File: src/rtl/uart_tx_serializer_pkg.sv
// Shared UART definitions: TX state encoding, frame-length helper, default bit divider.
// Optional macro UART_TX_PARITY_EN adds the PARITY state to tx_state_t.
package uart_pkg;

  localparam int unsigned UART_CLK_DIV_DEFAULT = 16;

`ifdef UART_TX_PARITY_EN
  typedef enum logic [2:0] {IDLE, LOAD, START, DATA, PARITY, STOP} tx_state_t;
`else
  typedef enum logic [2:0] {IDLE, LOAD, START, DATA, STOP} tx_state_t;
`endif

  function automatic int unsigned frame_bits(int unsigned data_width,
                                             int unsigned stop_bits,
                                             bit          parity_en);
    return 1 + data_width + 32'(parity_en) + stop_bits;
  endfunction

endpackage

File: src/rtl/uart_tx_serializer_baud.sv
// Bit-period divider: counts 0..CLK_DIV-1 while enabled, bit_end flags the last count.
module uart_baud_tick #(
  parameter int unsigned CLK_DIV = 16
) (
  input  logic clk,
  input  logic rstn,
  input  logic en,
  input  logic clr,
  output logic bit_end
);

  localparam int unsigned CW = (CLK_DIV > 1) ? $clog2(CLK_DIV) : 1;
  localparam logic [CW-1:0] LAST = CW'(CLK_DIV - 1);

  logic [CW-1:0] cnt;

  assign bit_end = en && (cnt == LAST);

  always_ff @(posedge clk or negedge rstn) begin
    if (!rstn) begin
      cnt <= '0;
    end else if (clr) begin
      cnt <= '0;
    end else if (en) begin
      cnt <= bit_end ? '0 : cnt + CW'(1);
    end
  end

endmodule

File: src/rtl/uart_tx_serializer.sv
// UART transmit serializer: pops a byte from the TX FIFO and shifts out start/data/stop bits.
// Optional macro UART_TX_PARITY_EN inserts a parity bit between data and stop.
module uart_tx_serializer
  import uart_pkg::*;
#(
  parameter int unsigned DATA_WIDTH = 8,
  parameter int unsigned CLK_DIV    = UART_CLK_DIV_DEFAULT,
  parameter int unsigned STOP_BITS  = 1,
  parameter int unsigned PARITY_ODD = 0
) (
  input  logic                  clk,
  input  logic                  rstn,
  input  logic [DATA_WIDTH-1:0] data_i,
  input  logic                  valid_in,
  output logic                  ready_in,
  output logic                  tx_o,
  output logic                  busy_o,
  output logic                  done_o
);

  localparam int unsigned BW = (DATA_WIDTH > 1) ? $clog2(DATA_WIDTH) : 1;

  if (CLK_DIV < 2 || STOP_BITS < 1 || STOP_BITS > 2 || PARITY_ODD > 1) begin : g_param_check
    $error("uart_tx_serializer: illegal parameter value");
  end

  tx_state_t             state, state_nxt;
  logic [DATA_WIDTH-1:0] shift_reg;
  logic [DATA_WIDTH-1:0] shifted;
  logic [BW-1:0]         bit_cnt;
  logic                  tx_nxt;
  logic                  bit_end;
  logic                  baud_en;
  logic                  last_data;
  logic                  last_stop;
`ifdef UART_TX_PARITY_EN
  logic                  parity_bit;
`endif

  assign ready_in  = (state == IDLE);
  assign busy_o    = (state != IDLE);
  assign baud_en   = (state != IDLE) && (state != LOAD);
  assign shifted   = shift_reg >> 1;
  assign last_data = (bit_cnt == BW'(DATA_WIDTH - 1));
  assign last_stop = (bit_cnt == BW'(STOP_BITS - 1));

  uart_baud_tick #(
    .CLK_DIV (CLK_DIV)
  ) u_baud (
    .clk     (clk),
    .rstn    (rstn),
    .en      (baud_en),
    .clr     (!baud_en),
    .bit_end (bit_end)
  );

  always_comb begin
    state_nxt = state;
    case (state)
      IDLE:   if (valid_in) state_nxt = LOAD;
      LOAD:   state_nxt = START;
      START:  if (bit_end) state_nxt = DATA;
`ifdef UART_TX_PARITY_EN
      DATA:   if (bit_end && last_data) state_nxt = PARITY;
      PARITY: if (bit_end) state_nxt = STOP;
`else
      DATA:   if (bit_end && last_data) state_nxt = STOP;
`endif
      STOP:   if (bit_end && last_stop) state_nxt = IDLE;
      default: state_nxt = IDLE;
    endcase
  end

  // tx_o is registered: the line value is chosen from the state being entered,
  // and a DATA->DATA bit boundary presents the bit the shift is about to expose.
  always_comb begin
    tx_nxt = 1'b1;
    case (state_nxt)
      START:  tx_nxt = 1'b0;
      DATA:   tx_nxt = (state == DATA && bit_end) ? shifted[0] : shift_reg[0];
`ifdef UART_TX_PARITY_EN
      PARITY: tx_nxt = parity_bit;
`endif
      default: tx_nxt = 1'b1;
    endcase
  end

  always_ff @(posedge clk or negedge rstn) begin
    if (!rstn) begin
      state     <= IDLE;
      tx_o      <= 1'b1;
      done_o    <= 1'b0;
      shift_reg <= '0;
      bit_cnt   <= '0;
`ifdef UART_TX_PARITY_EN
      parity_bit <= 1'b0;
`endif
    end else begin
      state  <= state_nxt;
      tx_o   <= tx_nxt;
      done_o <= (state == STOP) && (state_nxt == IDLE);

      // data_i only holds the popped entry one cycle after the handshake
      if (state == LOAD) begin
        shift_reg <= data_i;
`ifdef UART_TX_PARITY_EN
        parity_bit <= (^data_i) ^ 1'(PARITY_ODD);
`endif
      end else if (state == DATA && bit_end) begin
        shift_reg <= shifted;
      end

      if (bit_end && (state == DATA || state == STOP)) begin
        bit_cnt <= (state_nxt != state) ? '0 : bit_cnt + BW'(1);
      end
    end
  end

endmodule
File: config.mk
export PLATFORM = sky130hd
export DESIGN_NAME = uart_tx_serializer
export DESIGN_NICKNAME = d
export VERILOG_FILES = /design/src/rtl/uart_tx_serializer_pkg.sv /design/src/rtl/uart_tx_serializer_baud.sv /design/src/rtl/uart_tx_serializer.sv
export SDC_FILE = /design/constraint.sdc
export NUM_CORES = 1
export LEC_CHECK = 0
export CORE_MARGIN = 3
export CORE_UTILIZATION = 39
export DETAILED_ROUTE_END_ITERATION = 16
export SYNTH_ARGS = -nofsm -noshare
export SYNTH_HDL_FRONTEND = slang
export SYNTH_SLANG_ARGS = --single-unit
File: constraint.sdc
create_clock -name clk -period 4.36 [get_ports clk]
set_input_delay 1.308 -clock clk [delete_from_list [all_inputs] [get_ports clk]]
set_output_delay 1.308 -clock clk [all_outputs]
set_load 0.02 [all_outputs]
Fig. 1: power grid
Pins as bars on the die edge.
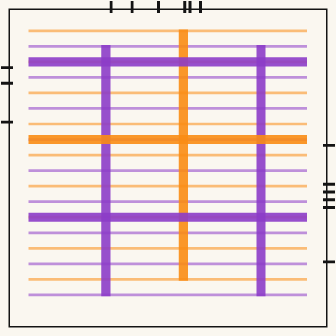
VSS: marked purple. VDD: marked orange.
18 met1 rails follow the rows. 3 straps on met4. 15 signal pins sit on the boundary. 3 straps on met5.

Fig. 2: cells coloured by class
The bar under the picture is 20 µm long.
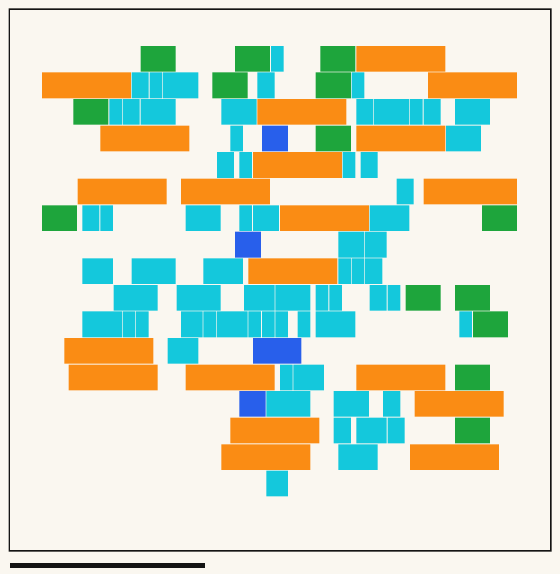
clock drivers and dummy loads: marked blue, cells 4, share of their area 3.2%. sequential cells: marked orange, cells 20, share of their area 45%. combinational and other logic: marked cyan, cells 67, share of their area 40%. remaining buffers and delay cells: marked green, cells 14, share of their area 12%.

Fig. 3: clock network drawn from the DEF
The bar under the picture is 20 µm long.
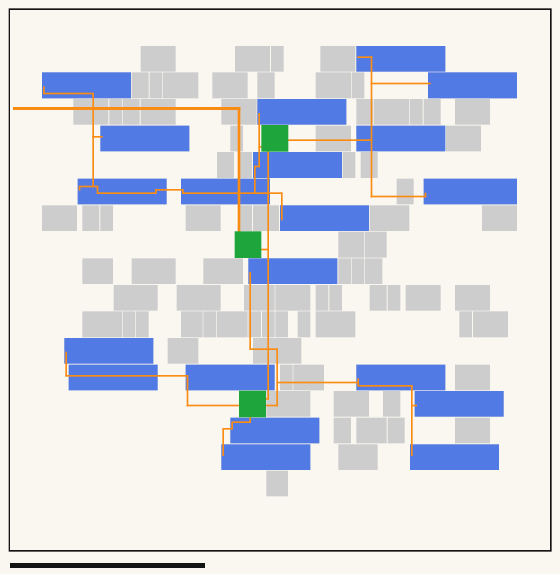
flip-flops: marked blue, count 20. clock wires: marked orange, length 228 µm. clock drivers: marked green, count 3.
There are 4 routed clock nets. Position of the flops: all over the die.

==> impl_metrics.toml <==
# physical design summary
[layout]
clock_buffers = 4
comb_cells = 62
layout_top_cells = "19 x dfrtp_1, 14 x clkdlybuf4s50_1, 13 x nand2_1"
post-route-util_pct = 51.28
layout_top_cell = "dfrtp_1"
seq-cell-share_pct = 43.40
largest_class = "registers"
area_growth_pct = 21.90
clockNetworkAreaShare_pct = 3.139
finalNonFillerCells = 133
inverters = 5
signal_buffer_area_fraction_pct = 12.12
sh_comb_area_pct = 36.69
final_area_um2 = 1156
logic_area_um2 = 424.2
largest_reg_flops = 8
n_antenna_cell = 0
fill_cells = 213
flops = 20

[sta]
hold_violations = 0
worstMarginPinSlew_ns = 1.130
finalMaxSlewViolations = 0
tns_ns = 0
holdWs_ns = 0.4995
finalWorstSetupSlack_ns = 1.143
setup_viol = 0
max_slew_margin_pct = 24.10

[power_and_ir_drop]
seqPwrFrac_pct = 49.3
top_power_group = "registers"
pwr-share-clk_pct = 16.1
power_w = 0.0006511
p_int_w = 0.0004366
clock_net_power_w = 0.000105
p_comb_w = 0.000225
powerDensity_nw_per_um2 = 563.2
p_leak_nw = 0.4844
powerSeq_w = 0.000321
net-switching-power_w = 0.0002145
switching_share_pct = 32.95
ir_drop_mv = 0.2798

[route]
drt_iter0_drc = 26
routed.top_layer = "met4"
num_vias = 695
dr.pass1.iters = 5
wl_met3_um = 101
dr_wl_met2_um = 707
antenna_left = 0
wl_per_cell_um = 12.16
vias_per_cell = 5.226

[place]
dp.cells = 129
dpl_worst_slack_ns = 1.467
place_area_um2 = 1120
io_buffers = 14
dpl.hpwl_um = 1221
globalplace.congestion = 0.7759

[flow_run]
maxCapViolations = 0

[logic_synthesis]
synth_warnings = 0
ys_cells = 88
edf_count = 0
top_area_cell = "dfrtp_1"
common_cells = "19 x dfrtp_1, 13 x nand2_1, 7 x mux2i_1, 7 x o21ai_0, 6 x nor2_1"
yosysUniqueCellTypes = 28
syn-cell-area_um2 = 948.4
synth.avg_cell_area_um2 = 10.78
top_logic_kind = "simple AND/OR/NAND/NOR gates"
top_cells_by_area = "dfrtp_1 50%, mux2i_1 7.4%, ha_1 5.3%"
ys.flops = 20
simple_gate_area_share_pct = 19.13
postSynthSeqShare_pct = 52.90
mux_share_pct = 8.575
synth_cells = 88
yosysChipArea_um2 = 948.4
most_common_cell = "dfrtp_1"
ys_sh_xor_pct = 1.847
ys_sh_adder_pct = 5.277
syn_nets = 103

[critical_path]
crit_start = "state[1]"
cp.required_ns = 3.05
path_max_fanout = 8
endpoint = "ready_in"
cp_num_buf_inv = 2
regToRegSetupSlack_ns = 2.52
crit_family = "buffers and inverters"
cp-end-kind = "output pin"
crit_cells = 4
cp_slowest_cell = "clkdlybuf4s50_1"
r2r_end = "shift_reg[5]"
rr_worst_depth = 3
cpPeakStageDelay_ns = 0.59
cp-start-kind = "register"

[global_routing]
grt_max_degree = 21
met1_usage_pct = 15.88
antenna_found_initial = 0
met3_usage_pct = 2.336
grt_pass1_wl_um = 2849
grt_pass1_vias = 657
top_usage_layer = "met2"

[min_path]
holdPathEnd = "u_baud.cnt[0]"
hold_start = "u_baud.cnt[0]"
hold_path.class = "register to register"
holdPathStages = 1

[clock_network]
cts_root_buf = "clkbuf_4"
post-cts-setup-buffers = 0
clk_latency_ns = 0.29
cts.sinks = 20
cts_tree = "built"
h-tree-depth = 1
clockBufferDepth = 2
post_cts_resized = 0
numCtsBuffers = 3
ctsHoldBuffers = 0

[floorplanning]
io_pins = 15
die_h_um = 55.32
initCoreUtil_pct = 42.06
core_um2 = 2255
n_tap_cell = 28

[status]
status = "finished clean"
Power figures rest on the tool's default switching activity, not on a simulated workload.
